Placement view:
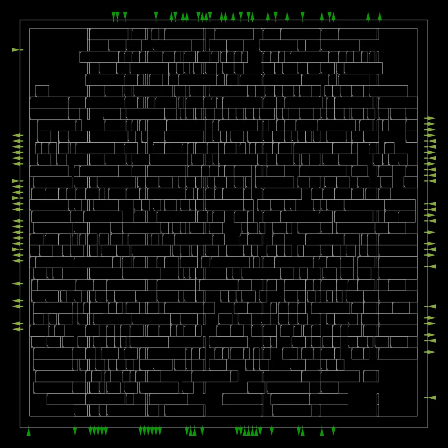
Register map, names as in the netlist:
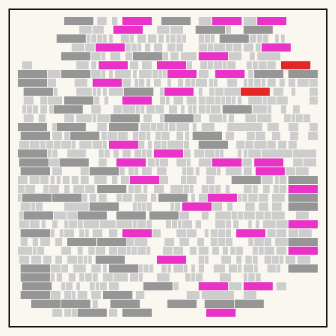
Port wiring:
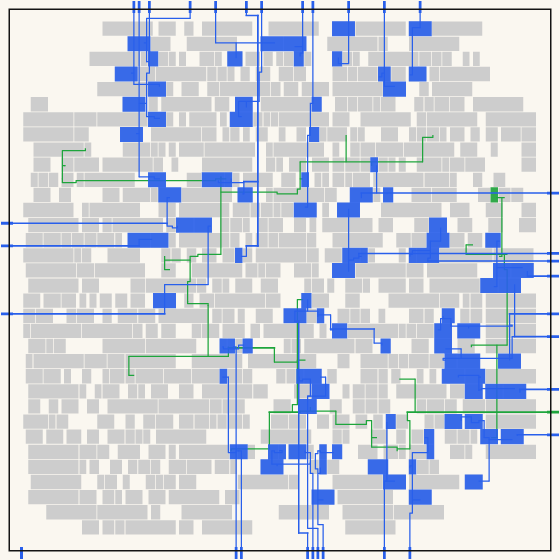
==> config.mk <==
export PLATFORM = sky130hd
export DESIGN_NAME = pc_seq_ctrl_flat
export DESIGN_NICKNAME = d
export VERILOG_FILES = /design/src/rtl/pc_seq_ctrl_pkg.sv /design/src/rtl/pc_seq_ctrl_if.sv /design/src/rtl/pc_seq_ctrl_sat_counter.sv /design/src/rtl/pc_seq_ctrl.sv /design/src/flat_wrapper.sv
export SDC_FILE = /design/constraint.sdc
export NUM_CORES = 1
export LEC_CHECK = 0
export CAP_MARGIN = 10
export CORE_MARGIN = 2
export CORE_UTILIZATION = 67
export CTS_CLUSTER_SIZE = 28
export DETAILED_ROUTE_END_ITERATION = 8
export DONT_BUFFER_PORTS = 1
export PLACE_DENSITY = 0.84
export SLEW_MARGIN = 5
export SYNTH_ARGS = -nofsm -noshare
export SYNTH_HDL_FRONTEND = slang
export SYNTH_SLANG_ARGS = --single-unit
==> constraint.sdc <==
create_clock -name clk -period 3.3 [get_ports clk]
set_input_delay 0.495 -clock clk [delete_from_list [all_inputs] [get_ports clk]]
set_output_delay 0.495 -clock clk [all_outputs]
set_load 0.05 [all_outputs]
==> flow_summary.ini <==
; flow metrics
[worst_setup_path]
cp_max_fo = 8
r2r_slack_ns = 0.60
r2r_cells = 5
arrival_ns = 3.00
endpoint_kind = flip-flop
cp_slowest_stage_delay_ns = 0.71
critPathRequiredTime_ns = 3.60
slowest_stage = dfrtp_1
start_kind = flip-flop
timing_worst_setup_path_type = reg2reg

[yosys]
synthFlopType = dfrtp_1
ys_seq_elements = 100
synthAoiAreaFrac_pct = 20.2
syn-instance-count = 619
synth_area_sq_mm = 0.00582
ys_sh_xor_pct = 5.57
ys_seq_share_pct = 43.0
ys_cells = 619
synth.mux.area_fraction_pct = 6.73
yosysChipArea_sq_mm = 0.00582
ys_warn_count = 0
ys_types = 69
edf_count = 0
avgSynthCellArea_sq_um = 9.40
synth_nets = 663
adder_share_pct = 1.07

[finish]
area_growth_pct = 9.22
nets = 675
layout_top_cells = 100 x dfrtp_1, 68 x nand2_1, 38 x o21ai_0
nFillCells = 583
antenna-diode-count = 0
lay_top_count = dfrtp_1
comb_area_sq_mm = 0.00312
drive_gt1_share_pct = 16.2

[power_and_ir_drop]
power.density_mw_per_mm2 = 429
total_power_mw = 2.73
p_leak_nw = 2.81

[global_routing]
grt_pass1_wl_mm = 25.0
overflow = 0
grt_pass1_vias = 5242
antenna_found_initial = 0
grt_max_degree = 101
grt_usage_pct = 32.4

[place]
routabilityCongestion = 0.896
dp_hpwl_mm = 10.2

[timing]
hold_viol_final = 0
slew_viol_final = 0
worst_slack_ns = 0.598
period_used_pct = 81.9
tns_ns = 0
tightest_slew_ns = 0.823
fin_hold_ws_ns = 0.0188
rsz0062_at_grt = no
maxSlewHeadroom_pct = 44.8
fmaxAchievable_ghz = 0.370
finClkSkew_ns = 0.0131
fin_crit_ns = 2.70
setup_viol = 0

[cts]
cts_resized = 0
cts_tree = yes
cts-buffers-inserted = 9
htreeDepth = 3
clkLatencyLatePin_ns = 0.37
cts_root_buf = clkbuf_8
clk_pin_slew_ns = 0.10
clockBufferDepth = 2
cts_sinks = 100

[flow_run]
drv_cap = 0
tool_warnings = 31

[floorplan]
core-area_sq_mm = 0.00855
dieArea_sq_mm = 0.00945
fp-utilization_pct = 68.1
die_h_microns = 97.2
die_x_microns = 97.2

[detailed_routing]
drtPass1Iterations = 5
viasPerCell = 6.93
drtIter0Drc = 471
remaining_drc_errors = 0
routed_wl_mm = 15.4
detail-route-antenna-nets = 0
num_vias = 5147

[hold_path]
hold_path.class = in2async

[outcome]
status = finished, final reports clean
Back to the opening pictures, 'placement view':
utilization after layout: 74.3%
registers: 100
flop share of the area: 39.4%
row count: 34

Back to the opening pictures, 'register map, names as in the netlist':
[u_core.imem.imem_addr] magenta | sequential cells: 32
[u_core.dbg_state] red | sequential cells: 2
not coloured: 66
area occupied by registers: 0.00250 sq mm
Sequential Power: 1.49 mW

Back to the opening pictures, 'port wiring':
[flush_id] green | bits: 1 | direction: output | end cells: 1 | buffers: 1 | wire: 363 microns
[jump_target_ex] blue | bits: 32 | direction: input | end cells: 97 | buffers: 0 | wire: 957 microns
# IOs: 110
IO Port Bufs: 0

cell usage after synthesis, drive strengths merged, types with 17 or more instances:
library cell / n / area (sq um)
xnor2: 20 / 175
o21ai: 40 / 200
nand4: 21 / 144
mux2: 33 / 372
nor2: 38 / 143
a21oi: 25 / 125
dfrtp: 100 / 2500
xor2: 17 / 149
nand2: 68 / 255
nand3: 30 / 155
clkbuf: 26 / 97.6
worst max-delay path: cells and delay by family (launching register included):
family / cells / cell delay, ns
AND/OR/NAND/NOR: 3 / 1.31
flip-flops: 1 / 0.71
AND-OR/OR-AND: 2 / 0.61
metal layers:
metal	vias to the layer above	part of all wire [%]	GRT usage, %
li1	2347	-	-
met1	2510	39	39.7
met2	258	50	54.3
met3	32	9.4	9.35
met4	0	2.1	12.6
met5	-	0	0
layout make-up:
type                       instances  share of cell area, %
tap                              108                   2.13
multi-input combinational        466                   49.1
timing repair buffer              39                   5.31
sequential                       100                   39.4
clock buffer                      11                   2.38
inverter                          15                  0.886
clock inverter                     4                  0.866
repair_timing:
action / 4_1_cts / 5_1_grt
hold buffers: 1 / 0
endpoints found under the hold margin: 100 / 0
endpoints found under the setup margin: 0 / 0
through the flow:
stage	cell area, sq um	instances
2_1_floorplan	5830	619
3_3_place_gp	6120	727
3_5_place_dp	6120	727
4_1_cts	6360	743
5_1_grt	6360	743
6_report	6360	743
power breakdown:
| part | leakage [nW] | internal (mW) | switching, mW |
|---|---|---|---|
| sequential | 1.28 | 1.33 | 0.157 |
| combinational | 1.44 | 0.196 | 0.218 |
| clock | 0.102 | 0.394 | 0.427 |
| total | 2.81 | 1.92 | 0.802 |
No activity file was given, so power comes from the tool's default toggle rates.
